## config.mk

```make
export PLATFORM = sky130hd
export DESIGN_NAME = sa_result_collector
export DESIGN_NICKNAME = d
export VERILOG_FILES = /design/src/rtl/sa_result_collector.sv
export SDC_FILE = /design/constraint.sdc
export NUM_CORES = 1
export LEC_CHECK = 0
export ABC_AREA = 1
export CAP_MARGIN = 20
export CORE_MARGIN = 3
export CORE_UTILIZATION = 60
export CTS_CLUSTER_SIZE = 10
export DETAILED_ROUTE_END_ITERATION = 7
export GPL_TIMING_DRIVEN = 0
export PLACE_DENSITY_LB_ADDON = 0.12
export SLEW_MARGIN = 25
export SYNTH_ARGS = -nofsm -noshare
export SYNTH_HDL_FRONTEND = slang
export SYNTH_SLANG_ARGS = --single-unit
export TNS_END_PERCENT = 20
```

## constraint.sdc

```tcl
create_clock -name clk_i -period 46.6 [get_ports clk_i]
set_input_delay 4.66 -clock clk_i [delete_from_list [all_inputs] [get_ports clk_i]]
set_output_delay 4.66 -clock clk_i [all_outputs]
set_load 0.03 [all_outputs]
```

## src/rtl/sa_result_collector.sv

```systemverilog
// sa_result_collector: drain end of the systolic array.
// Takes the skewed mac/valid streams leaving the bottom PE row, re-aligns them
// into whole result rows, queues rows in a small FIFO and presents the head row
// to the consumer over a valid/ready handshake.
// Optional build macro: SA_COLLECT_SAT_EN -- clamps each element to
// 2^OUT_W-1 and stores/presents OUT_W-bit elements instead of MAC_W-bit ones.
module sa_result_collector #(
    parameter int COLS  = 8,
    parameter int MAC_W = 19,
    parameter int DEPTH = 4,
    parameter int OUT_W = 8,
`ifdef SA_COLLECT_SAT_EN
    localparam int RES_W = OUT_W,
`else
    // OUT_W is folded in at zero weight so both builds share one parameter list
    localparam int RES_W = MAC_W + 0 * OUT_W,
`endif
    localparam int CNT_W = $clog2(DEPTH) + 1
) (
    input  logic                   clk_i,
    input  logic                   rst_i,
    input  logic [COLS*MAC_W-1:0]  mac_i,
    input  logic [COLS-1:0]        mac_v_i,
    output logic [COLS*RES_W-1:0]  res_o,
    output logic                   res_v_o,
    input  logic                   res_rdy_i,
    output logic [CNT_W-1:0]       count_o,
    output logic                   overflow_o,
    output logic                   skew_err_o
);

    localparam int PTR_W = $clog2(DEPTH);

    // Aligned (de-skewed) per-column valids and data
    logic [COLS-1:0]        w_al_v;
    logic [MAC_W-1:0]       w_al_d [COLS];
    // Row as it will be written into the FIFO (possibly saturated)
    logic [COLS*RES_W-1:0]  w_wr_row;

    for (genvar gi = 0; gi < COLS; gi++) begin : g_col
        // Column gi arrives gi cycles after column 0, so it needs COLS-1-gi
        // stages to line up with the last column, which is used undelayed.
        localparam int D = COLS - 1 - gi;
        logic [MAC_W-1:0] w_in;
        logic [RES_W-1:0] w_elem;

        assign w_in = mac_i[gi*MAC_W +: MAC_W];

        if (D == 0) begin : g_pass
            assign w_al_v[gi] = mac_v_i[gi];
            assign w_al_d[gi] = w_in;
        end else begin : g_dly
            logic [D-1:0]     r_v;
            logic [MAC_W-1:0] r_d [D];

            // Delay line for this column's data and valid
            always_ff @(posedge clk_i or posedge rst_i) begin
                if (rst_i) begin
                    r_v <= '0;
                    for (int k = 0; k < D; k++) r_d[k] <= '0;
                end else begin
                    r_v[0] <= mac_v_i[gi];
                    r_d[0] <= w_in;
                    for (int k = 1; k < D; k++) begin
                        r_v[k] <= r_v[k-1];
                        r_d[k] <= r_d[k-1];
                    end
                end
            end

            assign w_al_v[gi] = r_v[D-1];
            assign w_al_d[gi] = r_d[D-1];
        end

`ifdef SA_COLLECT_SAT_EN
        localparam logic [MAC_W-1:0] SAT_MAX = MAC_W'((64'd1 << OUT_W) - 64'd1);
        assign w_elem = (w_al_d[gi] > SAT_MAX) ? {RES_W{1'b1}} : w_al_d[gi][RES_W-1:0];
`else
        assign w_elem = w_al_d[gi];
`endif
        assign w_wr_row[gi*RES_W +: RES_W] = w_elem;
    end

    // Result-row FIFO state
    logic [COLS*RES_W-1:0] r_mem [DEPTH];
    logic [PTR_W-1:0]      r_wr_ptr;
    logic [PTR_W-1:0]      r_rd_ptr;
    logic [CNT_W-1:0]      r_count;
    logic                  r_overflow;
    logic                  r_skew_err;

    logic w_all_v;
    logic w_any_v;
    logic w_full;
    logic w_empty;
    logic w_pop;
    logic w_push;

    assign w_all_v = &w_al_v;
    assign w_any_v = |w_al_v;
    assign w_full  = (r_count == CNT_W'(DEPTH));
    assign w_empty = (r_count == '0);
    // An empty FIFO ignores ready, so a row pushed into it is never popped on the same edge
    assign w_pop   = !w_empty && res_rdy_i;
    // When full, a simultaneous pop frees the slot the push needs
    assign w_push  = w_all_v && (!w_full || w_pop);

    // Row storage; no reset needed since slots are only read once written
    always_ff @(posedge clk_i) begin
        if (w_push) r_mem[r_wr_ptr] <= w_wr_row;
    end

    // Pointers, occupancy and sticky error flags
    always_ff @(posedge clk_i or posedge rst_i) begin
        if (rst_i) begin
            r_wr_ptr   <= '0;
            r_rd_ptr   <= '0;
            r_count    <= '0;
            r_overflow <= 1'b0;
            r_skew_err <= 1'b0;
        end else begin
            if (w_push) r_wr_ptr <= r_wr_ptr + PTR_W'(1);
            if (w_pop)  r_rd_ptr <= r_rd_ptr + PTR_W'(1);
            case ({w_push, w_pop})
                2'b10:   r_count <= r_count + CNT_W'(1);
                2'b01:   r_count <= r_count - CNT_W'(1);
                default: r_count <= r_count;
            endcase
            if (w_all_v && w_full && !w_pop) r_overflow <= 1'b1;
            if (w_any_v && !w_all_v)         r_skew_err <= 1'b1;
        end
    end

    // Head row is read combinationally so it appears the cycle after it is
    // written into an empty FIFO, and it is forced to zero while empty.
    assign res_o      = w_empty ? '0 : r_mem[r_rd_ptr];
    assign res_v_o    = !w_empty;
    assign count_o    = r_count;
    assign overflow_o = r_overflow;
    assign skew_err_o = r_skew_err;

endmodule

```

Fig. 1: run 1, met1 routing
Scale bar: 100 µm.
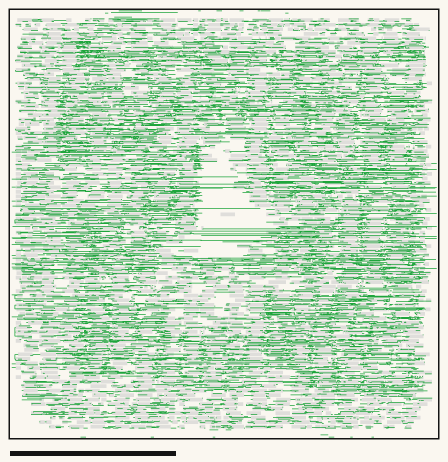
share of all routed wire	39%
longest straight run	79.1 µm
Total Wirelength: 84,300 µm
grt met1 use: 35.0%
total number of vias: 21,300

Fig. 2: run 1, metal 2
Scale bar: 100 µm.
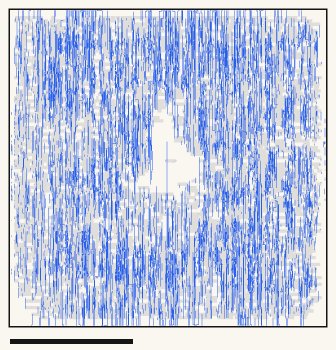
nets with wire on the layer	2,614
share of all routed wire	51%
wire length on this layer	42.9 mm
longest straight run	94.7 µm

==> notes.md, run 1 <==
flow finished, numbers: RR Endpoint=r_mem[2][64]$_DFFE_PP_, FFs & Latches=about 1,200, pwr dens=64.8 nW/µm², XOR Share, Synth=less than 1%, non-filler instance count after layout=about 3,900, Hold Startpoint=g_col[0].g_dly.r_d[50]$_DFF_PP0_, setup ws final=between 30,000 and 40,000 ps, area fraction in compound gates=~6.1%, asr flop ratio synth=approximately half, simple share=around 6.4%, Worst Hold End=g_col[0].g_dly.r_d[31]$_DFF_PP0_, Buf/Inv on CP=5, Post-Route M1 WL=32,700 µm, multi-input gates=about 1,100, Log Warnings=33, WHS=340 ps, required time worst endpoint=around 42,000 ps, Int Power=approximately 0.0020 W, Iter 0 DRT Violations=between 2,000 and 2,500, area share, top type=48.0%, CTS tree=done, buffering overhead=10.2%, endpoints failing setup=0, Die ar.=66,400 µm², TritonCTS Buffers=136, Flop pwr share=37.1%, fillers=around 3,500, Largest Register=r_mem, worst-margin pin slew=about 760 ps, post-synthesis cell area=38,000 µm², syn_area_per_cell=15.7 µm², outcome=completed, startpoint types=register, Die Y=around 260 µm, Max Used Layer=met5, Final Net Count=around 3,100, seq pwr=0.00114 W, setup TNS=0 ps, metal3 WL=6050 µm, Top Ports=roughly 320, RSZ-0062 raised after global routing=no, Tcrit/Tclk final=17.2%, Initial Util=61.2%, Post-synth EDFFs=between 600 and 700
Fig. 3: run 1, the metal 3 layer
Scale bar: 100 µm.
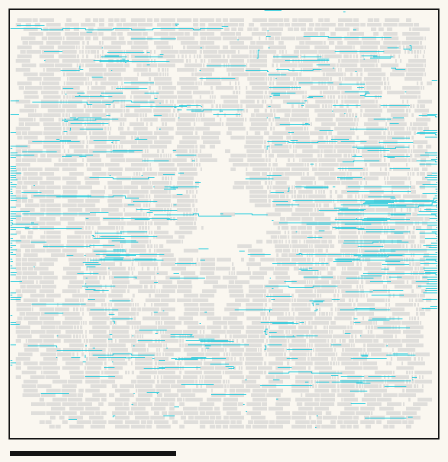
wire length on this layer	6,050 µm
share of all routed wire	7.2%
met3 usage: 4.82%

==> run 2: changes to the inputs <==
--- a/config.mk
+++ b/config.mk
@@ -8,7 +8,7 @@
 export ABC_AREA = 1
 export CAP_MARGIN = 20
 export CORE_MARGIN = 3
-export CORE_UTILIZATION = 60
+export CORE_UTILIZATION = 57
 export CTS_CLUSTER_SIZE = 10
 export DETAILED_ROUTE_END_ITERATION = 7
 export GPL_TIMING_DRIVEN = 0
==> constraint.sdc (replaced) <==
create_clock -name clk_i -period 7.9 [get_ports clk_i]
set_input_delay 0.79 -clock clk_i [delete_from_list [all_inputs] [get_ports clk_i]]
set_output_delay 0.79 -clock clk_i [all_outputs]
set_load 0.03 [all_outputs]
Fig. 4: run 2, the metal 4 layer
Scale bar: 100 µm.
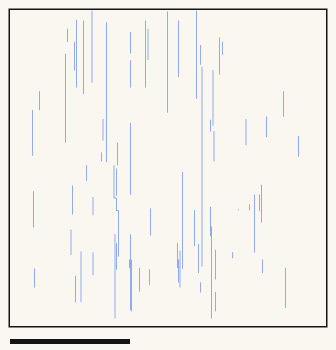
longest straight run	167 µm
main direction	vertical

Fig. 5: run 2, track usage over the die
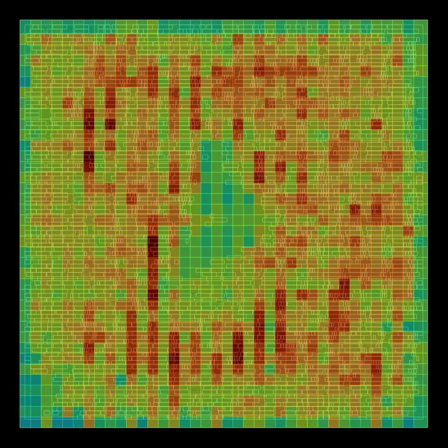
Top Usage Layer GRT: met2
grt met1 use: 33.1%
met3 usage: 4.14%
gr usage total: 24.6%
met2 GRT Util: 41.3%

Fig. 6: run 2, met1 routing
Scale bar: 100 µm.
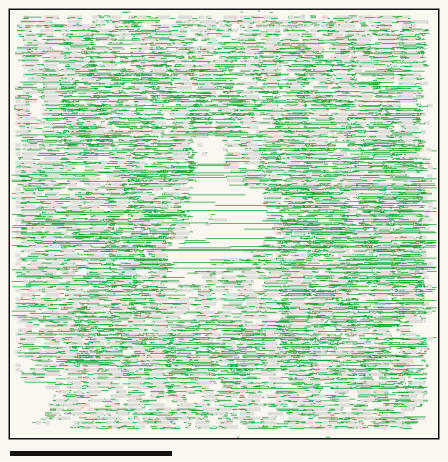
longest straight run	88.3 µm
nets with wire on the layer	2,934
wire length on this layer	33.8 mm
total number of vias: 21,100
Total Wirelength: 84,500 µm

==> notes.md, run 2 <==
flow finished, numbers: largest net degree at the start of global routing=35 (was 106), Latency at later pin=690 ps (was 710 ps), Setup crit end kind=output port (unchanged), metal3 WL=4980 µm (was 6050 µm), Die Y=264 µm (was 258 µm), endpoints failing setup=0 (unchanged), syn_area_per_cell=15.7 µm² (unchanged), Max Used Layer=met5 (unchanged), Worst Hold End=g_col[0].g_dly.r_d[67]$_DFF_PP0_ (was g_col[0].g_dly.r_d[31]$_DFF_PP0_), Bufs on Longest Clock Path=3 (unchanged), sw power=0.00607 W (was 0.00104 W), post-synthesis cell area=38,000 µm² (unchanged), biggest area cells=edfxtp_1, dfrtp_1, nor2_1, o21ai_1, a21oi_1 (unchanged), fillers=4,013 (was 3,498), RR Endpoint=r_mem[3][74]$_DFFE_PP_ (was r_mem[2][64]$_DFFE_PP_), I/O Buffers=320 (unchanged), Buf/Inv on CP=5 (unchanged), CTS Sinks=1,177 (unchanged), simple share=6.37% (unchanged), Post-synth EDFFs=608 (unchanged), buffering overhead=10.9% (was 10.2%), initial antenna violation count=4 (was 3), Adder Area Share=0.184% (unchanged), ClkCell Share=8.28% (was 8.59%), Core ar.=66,000 µm² (was 62,200 µm²), required time worst endpoint=7110 ps (was 41,940 ps), Netlist cell types=25 (unchanged), H-tree Lvls=4 (unchanged), syn nets=2,590 (unchanged), Post-Route M1 WL=33,800 µm (was 32,700 µm), placed instance area=43,700 µm² (was 43,300 µm²), seq pwr=0.00672 W (was 0.00114 W), multi-input gates=1,110 (unchanged), area fraction in compound gates=6.07% (unchanged), Detailed Routing Iterations Pass 1=5 (unchanged), highest-power group=registers (unchanged), Top Ports=321 (unchanged), Log Warnings=31 (was 33), Clock Tree Root=clkbuf_16 (unchanged), Initial Util=57.6% (was 61.2%), Die ar.=69,900 µm² (was 66,400 µm²), Int Power=0.0119 W (was 0.00203 W), hold path depth=0 (unchanged), CP Max Fanout=10 (unchanged), Stages on worst setup path=7 (unchanged), share of cells above drive strength 1=10.0% (was 9.56%), Flop pwr share=37.3% (was 37.1%), setup TNS=0 ps (unchanged), Iter 0 DRT Violations=2,044 (was 2,103), Hold Startpoint=g_col[0].g_dly.r_d[86]$_DFF_PP0_ (was g_col[0].g_dly.r_d[50]$_DFF_PP0_), Synth warnings=0 (unchanged), Yosys top cell by area=edfxtp_1 (unchanged), Hold-fix buffers, CTS=0 (unchanged), Tcrit/Tclk final=51.8%, CTS tree=done (unchanged), XOR Share, Synth=0.0691% (unchanged), worst-margin pin slew=1030 ps (was 762 ps), Final Net Count=3,105 (was 3,087), Logic family by area=simple AND/OR/NAND/NOR gates (unchanged), pwr dens=378 nW/µm² (was 64.8 nW/µm²), FFs & Latches=1,177 (unchanged), area share, top type=48.0% (unchanged), outcome=completed (unchanged), TritonCTS Buffers=136 (unchanged), non-filler instance count after layout=3,899 (was 3,863), asr flop ratio synth=48.3% (unchanged), Residual DRC=0 (unchanged), startpoint types=register (unchanged), WHS=338 ps (was 340 ps), RSZ-0062 raised after global routing=no (unchanged), most frequent cells in the layout=nor2_1, edfxtp_1, dfrtp_1, clkdlybuf4s50_1, o21ai_1 (unchanged), Largest Register=r_mem (unchanged), setup ws final=3810 ps (was 38,600 ps), CP top delay family=buffers and inverters (unchanged), Seq share, synth=85.5% (unchanged)
==> run 3: changes to the inputs <==
==> constraint.sdc (replaced) <==
create_clock -name clk_i -period 4.11 [get_ports clk_i]
set_input_delay 0.411 -clock clk_i [delete_from_list [all_inputs] [get_ports clk_i]]
set_output_delay 0.411 -clock clk_i [all_outputs]
set_load 0.03 [all_outputs]
Fig. 7: run 3, the metal 4 layer
Scale bar: 100 µm.
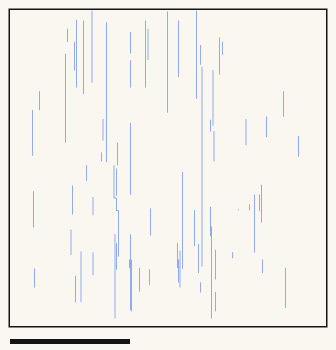
share of all routed wire	2.8%
longest straight run	167 µm

Fig. 8: run 3, track usage over the die
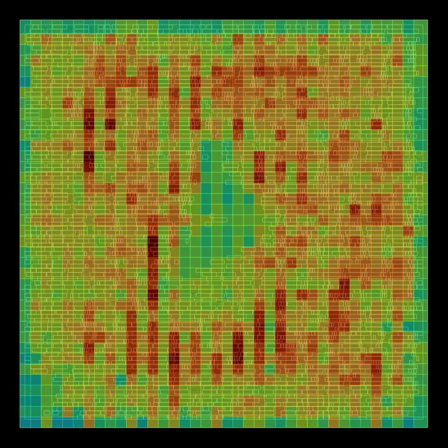
final core occ: 72.3%
WL/cell: 21.7 µm

Fig. 9: run 3, the metal 3 layer
Scale bar: 100 µm.
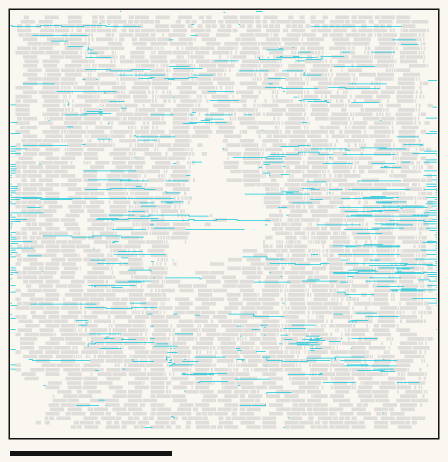

==> notes.md, run 3 <==
flow finished, numbers: Buf/Inv on CP=5 (unchanged), Max Used Layer=met5 (unchanged), I/O Buffers=320 (unchanged), FFs & Latches=1,177 (unchanged), Post-Route M1 WL=33,800 µm (unchanged), worst-margin pin slew=1030 ps (unchanged), multi-input gates=1,110 (unchanged), Flop pwr share=37.3% (about the same), Post-synth EDFFs=608 (unchanged), fillers=4,013 (unchanged), sw power=0.0117 W (was 0.00607 W), asr flop ratio synth=48.3% (unchanged), Stages on worst setup path=7 (unchanged), total number of vias=21,100 (unchanged), Final Net Count=3,105 (unchanged), XOR Share, Synth=0.0691% (unchanged), area fraction in compound gates=6.07% (unchanged), syn_area_per_cell=15.7 µm² (unchanged), pwr dens=726 nW/µm² (was 378 nW/µm²), CTS tree=done (unchanged), biggest area cells=edfxtp_1, dfrtp_1, nor2_1, o21ai_1, a21oi_1 (unchanged), setup TNS=0 ps (unchanged), placed instance area=43,700 µm² (unchanged), Latency at later pin=690 ps (about the same), syn nets=2,590 (unchanged), Synth warnings=0 (unchanged), grt met1 use=33.1% (unchanged), Log Warnings=31 (unchanged), largest net degree at the start of global routing=35 (unchanged), buffering overhead=10.9% (unchanged), Residual DRC=0 (unchanged), CTS Sinks=1,177 (unchanged), ClkCell Share=8.28% (unchanged), Setup crit end kind=output port (unchanged), metal3 WL=4980 µm (unchanged), outcome=completed (unchanged), highest-power group=registers (unchanged), Iter 0 DRT Violations=2,044 (unchanged), required time worst endpoint=3700 ps (was 7110 ps), post-synthesis cell area=38,000 µm² (unchanged)
No activity file was given, so power comes from the tool's default toggle rates.
